**src/rtl/weights_bram_reader.sv**
```systemverilog
// rtl/weights_bram_reader.sv - streams a block of weight words from a BRAM read port (macro WEIGHTS_RD_REPEAT_EN adds reps)
module weights_bram_reader #(
    parameter int R_DEPTH      = 8,
    parameter int R_DATA_WIDTH = 8,
    localparam int ADDR_W      = $clog2(R_DEPTH)
) (
    input  logic                    clk,
    input  logic                    rstn,
    input  logic                    start,
    input  logic [ADDR_W-1:0]       base,
    input  logic [ADDR_W:0]         len,
`ifdef WEIGHTS_RD_REPEAT_EN
    input  logic [7:0]              reps,
`endif
    output logic                    busy,
    output logic                    done,
    output logic                    enb,
    output logic [ADDR_W-1:0]       addrb,
    input  logic [R_DATA_WIDTH-1:0] doutb,
    output logic                    m_valid,
    input  logic                    m_ready,
    output logic [R_DATA_WIDTH-1:0] m_data,
    output logic                    m_last
);

    typedef enum logic [1:0] {IDLE, READ, DRAIN} state_t;

    localparam logic [ADDR_W-1:0] LAST_ADDR = ADDR_W'(R_DEPTH - 1);
    localparam logic [ADDR_W:0]   ONE_WORD  = (ADDR_W+1)'(1);

    state_t                  state;
    logic [ADDR_W-1:0]       base_q;
    logic [ADDR_W:0]         len_q;
    logic [ADDR_W:0]         rd_left;
    logic [7:0]              rep_left;
    logic [7:0]              rep_val;
    logic                    inflight;
    logic                    inflight_last;
    logic [R_DATA_WIDTH-1:0] fifo_data [3];
    logic                    fifo_last [3];
    logic [1:0]              wr_ptr;
    logic [1:0]              rd_ptr;
    logic [1:0]              count;
    logic                    issue;
    logic                    final_issue;
    logic                    pop;

`ifdef WEIGHTS_RD_REPEAT_EN
    assign rep_val = (reps == 8'd0) ? 8'd1 : reps;
`else
    assign rep_val = 8'd1;
`endif

    // Reads still in the BRAM pipeline count against FIFO space so nothing overflows.
    assign issue       = (state == READ) && (({1'b0, count} + {2'b00, inflight}) < 3'd3);
    assign final_issue = issue && (rd_left == ONE_WORD) && (rep_left == 8'd1);
    assign pop         = m_valid && m_ready;

    assign enb     = issue;
    assign m_valid = (count != 2'd0);
    assign m_data  = fifo_data[rd_ptr];
    assign m_last  = m_valid && fifo_last[rd_ptr];

    always_ff @(posedge clk or negedge rstn) begin
        if (!rstn) begin
            state         <= IDLE;
            base_q        <= '0;
            len_q         <= '0;
            rd_left       <= '0;
            rep_left      <= 8'd0;
            addrb         <= '0;
            busy          <= 1'b0;
            done          <= 1'b0;
            inflight      <= 1'b0;
            inflight_last <= 1'b0;
            wr_ptr        <= 2'd0;
            rd_ptr        <= 2'd0;
            count         <= 2'd0;
            for (int i = 0; i < 3; i++) begin
                fifo_data[i] <= '0;
                fifo_last[i] <= 1'b0;
            end
        end else begin
            done          <= 1'b0;
            inflight      <= issue;
            inflight_last <= final_issue;

            if (inflight) begin
                fifo_data[wr_ptr] <= doutb;
                fifo_last[wr_ptr] <= inflight_last;
                wr_ptr            <= (wr_ptr == 2'd2) ? 2'd0 : wr_ptr + 2'd1;
            end
            if (pop) begin
                rd_ptr <= (rd_ptr == 2'd2) ? 2'd0 : rd_ptr + 2'd1;
            end
            case ({inflight, pop})
                2'b10:   count <= count + 2'd1;
                2'b01:   count <= count - 2'd1;
                default: count <= count;
            endcase

            case (state)
                IDLE: begin
                    if (start) begin
                        if (len != '0) begin
                            base_q   <= base;
                            len_q    <= len;
                            addrb    <= base;
                            rd_left  <= len;
                            rep_left <= rep_val;
                            busy     <= 1'b1;
                            state    <= READ;
                        end else begin
                            done <= 1'b1;
                        end
                    end
                end
                READ: begin
                    if (issue) begin
                        if (rd_left == ONE_WORD) begin
                            if (rep_left == 8'd1) begin
                                state <= DRAIN;
                            end else begin
                                addrb    <= base_q;
                                rd_left  <= len_q;
                                rep_left <= rep_left - 8'd1;
                            end
                        end else begin
                            addrb   <= (addrb == LAST_ADDR) ? '0 : addrb + 1'b1;
                            rd_left <= rd_left - ONE_WORD;
                        end
                    end
                end
                DRAIN: begin
                    if (pop && m_last) begin
                        busy  <= 1'b0;
                        done  <= 1'b1;
                        state <= IDLE;
                    end
                end
                default: state <= IDLE;
            endcase
        end
    end

endmodule

```
**config.mk**
```make
export PLATFORM = sky130hd
export DESIGN_NAME = weights_bram_reader
export DESIGN_NICKNAME = d
export VERILOG_FILES = /design/src/rtl/weights_bram_reader.sv
export SDC_FILE = /design/constraint.sdc
export NUM_CORES = 1
export LEC_CHECK = 0
export ABC_CLOCK_PERIOD_IN_PS = 5700
export CAP_MARGIN = 20
export CORE_AREA = 2 2 114 116
export DETAILED_ROUTE_END_ITERATION = 8
export DIE_AREA = 0 0 116 118
export GPL_TIMING_DRIVEN = 0
export PLACE_DENSITY = 0.54
export SLEW_MARGIN = 15
export SYNTH_ARGS = -nofsm -noshare
export SYNTH_HDL_FRONTEND = slang
export SYNTH_SLANG_ARGS = --single-unit
export TNS_END_PERCENT = 5
```
**constraint.sdc**
```tcl
create_clock -name clk -period 5.7 [get_ports clk]
set_input_delay 1.71 -clock clk [delete_from_list [all_inputs] [get_ports clk]]
set_output_delay 1.71 -clock clk [all_outputs]
set_load 0.02 [all_outputs]
```
Figure 1. Cell placement (run 1).
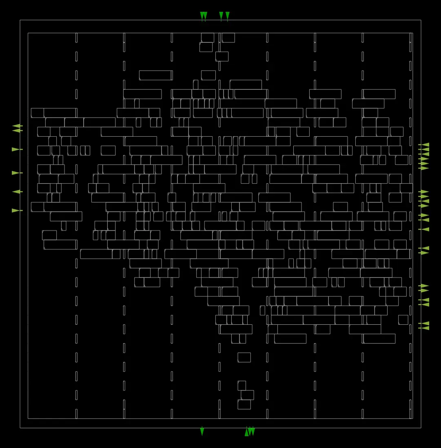
fillers: 1291
final core occ: 0.322
FF+latch count: 61
core footprint: 0.0124 sq mm
Seq area share: 0.382

Figure 2. Routed metal, one color a layer (run 1).
The bar under the picture is 20 microns long.
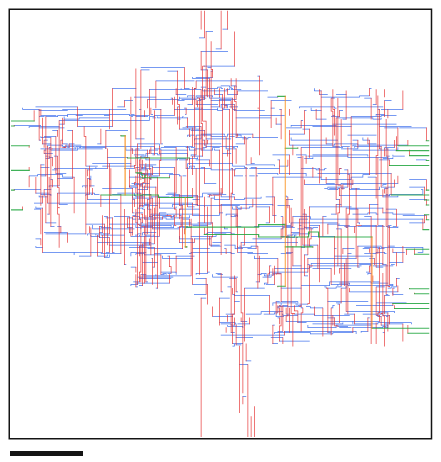
M2 -> red  # wire length 3180 microns
M3 -> green  # wire length 280 microns
M1 -> blue  # wire length 3180 microns
M4 -> orange  # wire length 107 microns

Figure 3. Placement by cell class (run 1).
The bar under the picture is 20 microns long. Fill, decap, tap and diode cells in gray.
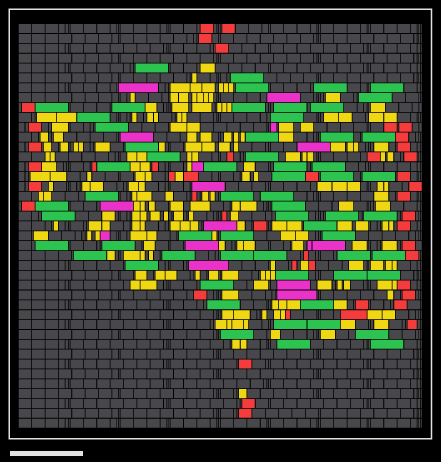
remaining logic cells -> yellow  # cells 201, share of their area 40%
clock drivers and dummy loads -> magenta  # cells 16, share of their area 9.0%
registers -> green  # cells 61, share of their area 40%
remaining buffers and delay cells -> red  # cells 46, share of their area 11%

==> ci_impl_report.md, run 1 <==
## Implementation flow summary

| Metric | Value |
|---|---|
| Status | `finished, final reports clean` |
| Final #Nets | `around 350` |
| CP arrival | `between 2 and 2.5 ns` |
| Yosys chip area | `just over 0.003 sq mm` |
| FF-to-FF Start | `rd_left[1]` |
| Most frequent cells in the layout | `dfrtp_1 (61), nand2_1 (38), clkdlybuf4s50_1 (33), mux2_2 (31), o21ai_0 (19)` |
| H-tree Lvls | `3` |
| I/O pins | `35` |
| Sw frac | `0.358` |
| Top non-seq family | `multiplexers` |
| PD cells | `between 600 and 700 mW/mm^2` |
| Asr flop ratio synth | `1.00` |
| M2 GR Usage | `0.167` |
| Clock-pin slew on the worst setup and hold paths | `0.05 ns` |
| Final hold violations | `0` |
| Worst-margin pin slew | `slightly above 0.9 ns` |
| Flop pwr share | `0.295` |
| 1st-iter DRT viols | `around 86` |
| DP Area | `around 0.0037 sq mm` |
| Seq group | `0.000768 W` |
| Max-slew violation count | `0` |
| Routability cong. | `around 0.81` |
| Lkg Pwr | `around 1.7 nW` |
| Crit path DRT | `3.99 ns` |
| CP Launch Point | `rd_ptr[1]` |
| Die Span Y | `approximately 120 microns` |
| Clk latency late pin | `around 0.32 ns` |
| Tally of yosys warning messages | `0` |
| Max Fanout on Critical Path | `10` |
| Post-synth mux share | `0.183` |
| Simple Share, Synth | `0.153` |
| Hold path start | `len_q[0]` |
[run 1: final timing paths]
kind	end	slack, ns	cells after the start
setup / recovery	m_data[1]	1.68	4
hold / removal	len_q[0]	0.47	2
setup reg to reg	rd_left[2]	3.37	8
hold reg to reg	len_q[0]	0.47	2
max in group asynchronous	rd_left[0]	3.91	2
min in group asynchronous	fifo_data[18]	1.29	1
[run 1: cell type report]
type	instances	area, sq um	share of cell area
buffer	11	53.8	0.0135
clock buffer	10	229	0.0574
clock inverter	6	111	0.0279
inverter	7	26.3	0.00658
multi-input combinational	194	1470	0.369
sequential	61	1530	0.382
tap	172	215	0.0539
timing repair buffer	35	358	0.0897
[run 1: Yosys cell counts, types with 3 or more instances]
master / count / area share
mux2i_1: 14 / 0.046
or3_1: 3 / 0.0061
nor2_1: 12 / 0.015
nand2b_1: 5 / 0.010
a21boi_1: 3 / 0.0073
dfrtp_1: 61 / 0.50
nor2b_1: 5 / 0.010
o21ai_0: 19 / 0.031
clkbuf_1: 5 / 0.0061
nor4_1: 3 / 0.0061
ha_1: 9 / 0.037
mux2_4: 5 / 0.024
a31oi_1: 3 / 0.0061
or4_1: 4 / 0.0098
o41ai_1: 3 / 0.0085
inv_1: 7 / 0.0085
buf_2: 4 / 0.0065
mux2_2: 31 / 0.11
nand3_1: 3 / 0.0049
nand2_1: 38 / 0.046
o31ai_1: 7 / 0.017
[run 1: layer usage]
| layer | wire, microns | vias up |
|---|---|---|
| met1 | 3180 | 1072 |
| met2 | 3180 | 43 |
| met5 | 0 | - |
| li1 | - | 1068 |
| met3 | 280 | 12 |
| met4 | 107 | 0 |
[run 1: critical path: stages (launching register included)]
cell	delay, ns
dfrtp_1	0.37
buf_1	0.60
mux2i_1	0.16
o21ai_0	0.21
clkdlybuf4s50_1	0.65
==> run 1 -> run 2 <==
Settings changed: ABC_CLOCK_PERIOD_IN_PS 5700 to 4200.
Clock period 5.7 ns to 4.2 ns, I/O delays scaled along.
Figure 4. Placement by cell class (run 2).
The bar under the picture is 20 microns long. Fill, decap, tap and diode cells in gray.
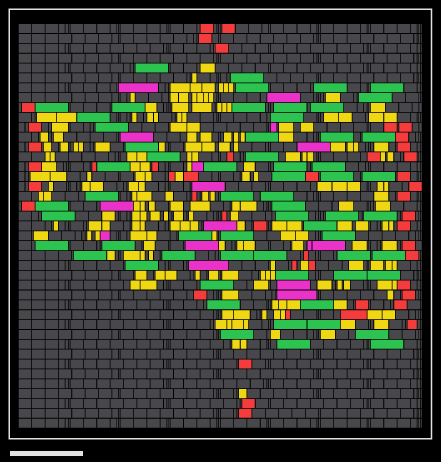
remaining buffers and delay cells -> red  # cells 46, share of their area 11%
remaining logic cells -> yellow  # cells 201, share of their area 40%
clock drivers and dummy loads -> magenta  # cells 16, share of their area 9.0%
registers -> green  # cells 61, share of their area 40%

Figure 5. Met4 routing (run 2).
The bar under the picture is 20 microns long.
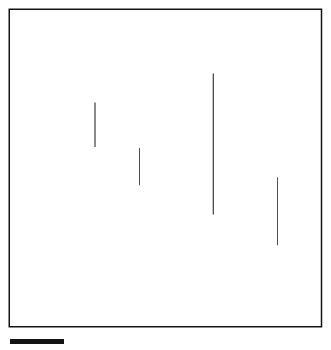
nets with wire on the layer = 2
share of all routed wire = 1.6%
Final Routed Wirelength: 6740 microns
Vias: 2195

Figure 6. Routed metal, one color a layer (run 2).
The bar under the picture is 20 microns long.
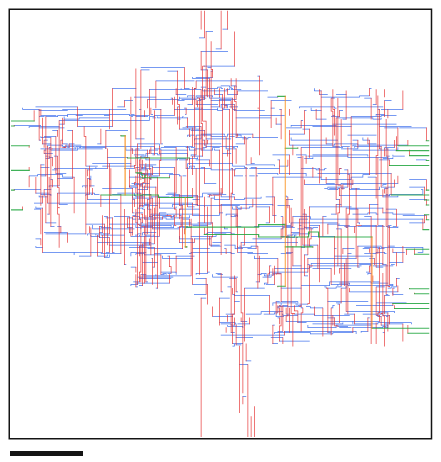
M1 -> blue  # wire length 3180 microns
M4 -> orange  # wire length 107 microns
M2 -> red  # wire length 3180 microns
M3 -> green  # wire length 280 microns
Tot GR Track Use: 0.104
Routed wire per std cell: 13.6 microns

==> run 2 against run 1 <==
Clock skew is the same. Largest cell class unchanged. First-iteration DRC count is the same. Via count is the same. Sequential share of layout area is the same. Setup slack lost 1.0 ns. Sequential power grew 35%. Die area is the same. Largest power group unchanged. Register-to-register slack lost 1.5 ns. Clock-buffer cell count is the same. Final area is the same. Clock power grew 36%. Critical path type unchanged. Combinational power grew 35%.
==> ci_impl_report.md, run 2 <==
## Implementation flow summary

| Metric | Value |
|---|---|
| Dominant cell type by area after synthesis | `dfrtp_1` |
| Commonest cells post-synth | `dfrtp_1 (61), nand2_1 (38), mux2_2 (31)` |
| Hold Path Depth | `2 (unchanged)` |
| Max-slew violation count | `0 (unchanged)` |
| Max Fanout on Critical Path | `10 (unchanged)` |
| Worst-margin pin slew | `0.924 ns (unchanged)` |
| Final core occ | `0.322 (unchanged)` |
| Final #Nets | `347 (unchanged)` |
| Routability cong. | `0.811 (unchanged)` |
| WP depth | `4 (unchanged)` |
| CP peak stage delay | `0.65 ns (about the same)` |
| Tally of yosys warning messages | `0 (unchanged)` |
| Top area cell types | `dfrtp_1 (50%), mux2_2 (11%), nand2_1 (4.6%), mux2i_1 (4.6%), ha_1 (3.7%)` |
| Clk latency late pin | `0.32 ns (about the same)` |
| Most common cell in the netlist | `dfrtp_1` |
| Flop pwr share | `0.295 (about the same)` |
| Clock-pin slew on the worst setup and hold paths | `0.05 ns (about the same)` |
| Area share, top type | `0.496 (unchanged)` |
| Die Span Y | `118 microns (unchanged)` |
| CP arrival | `2.31 ns (about the same)` |
| Slowest CP cell | `clkdlybuf4s50_1` |
| Asr flop ratio synth | `1.00 (unchanged)` |
| Sw frac | `0.358 (about the same)` |
| Yosys chip area | `0.00308 sq mm (unchanged)` |
| Status | `finished, final reports clean` |
| Logic area | `0.00147 sq mm (unchanged)` |
| Worst path buffer plus inverter count | `2 (unchanged)` |
run 2: area by class of cell:
cell class | instances | area share
sequential | 61 | 0.382
tap | 172 | 0.0539
multi-input combinational | 194 | 0.369
inverter | 7 | 0.00658
timing repair buffer | 35 | 0.0897
clock buffer | 10 | 0.0574
clock inverter | 6 | 0.0279
buffer | 11 | 0.0135
run 2: worst paths after layout:
| kind | slack [ns] | endpoint | startpoint |
|---|---|---|---|
| worst min-delay path | 0.47 | len_q[0] | len_q[0] |
| worst max register to register | 1.87 | rd_left[2] | rd_left[1] |
| worst min register to register | 0.47 | len_q[0] | len_q[0] |
| worst max-delay path | 0.63 | m_data[1] | rd_ptr[1] |
| max in group asynchronous | 2.86 | rd_left[0] | rstn |
| min in group asynchronous | 0.84 | fifo_data[18] | rstn |
run 2: cell families (layout without fill, tap and decap cells):
| family | count (synthesis) | after routing | share of synthesized area |
|---|---|---|---|
| mux | 50 | 50 | 0.183 |
| fa+ha+maj | 9 | 9 | 0.0366 |
| simple gates | 88 | 88 | 0.153 |
| buf+inv | 18 | 69 | 0.0260 |
| xor+xnor | 4 | 4 | 0.0114 |
| compound gates | 43 | 43 | 0.0939 |
| flops | 61 | 61 | 0.496 |
run 2: power groups by stage:
stage          Combinational [W]  Sequential (W)  Clock (W)
2_1_floorplan            0.00118         0.00102          0
3_3_place_gp             0.00164         0.00104          0
3_5_place_dp             0.00168         0.00105          0
4_1_cts                  0.00168         0.00104   0.000860
5_1_grt                  0.00181         0.00109   0.000883
6_report                 0.00165         0.00104   0.000839
run 2: metal layers:
layer	GRT usage	wire length, microns	share of wire
met4	0.0357	107	0.016
met1	0.134	3180	0.47
met5	0	0	0
met2	0.167	3180	0.47
met3	0.0278	280	0.042
No activity file was given, so power comes from the tool's default toggle rates.
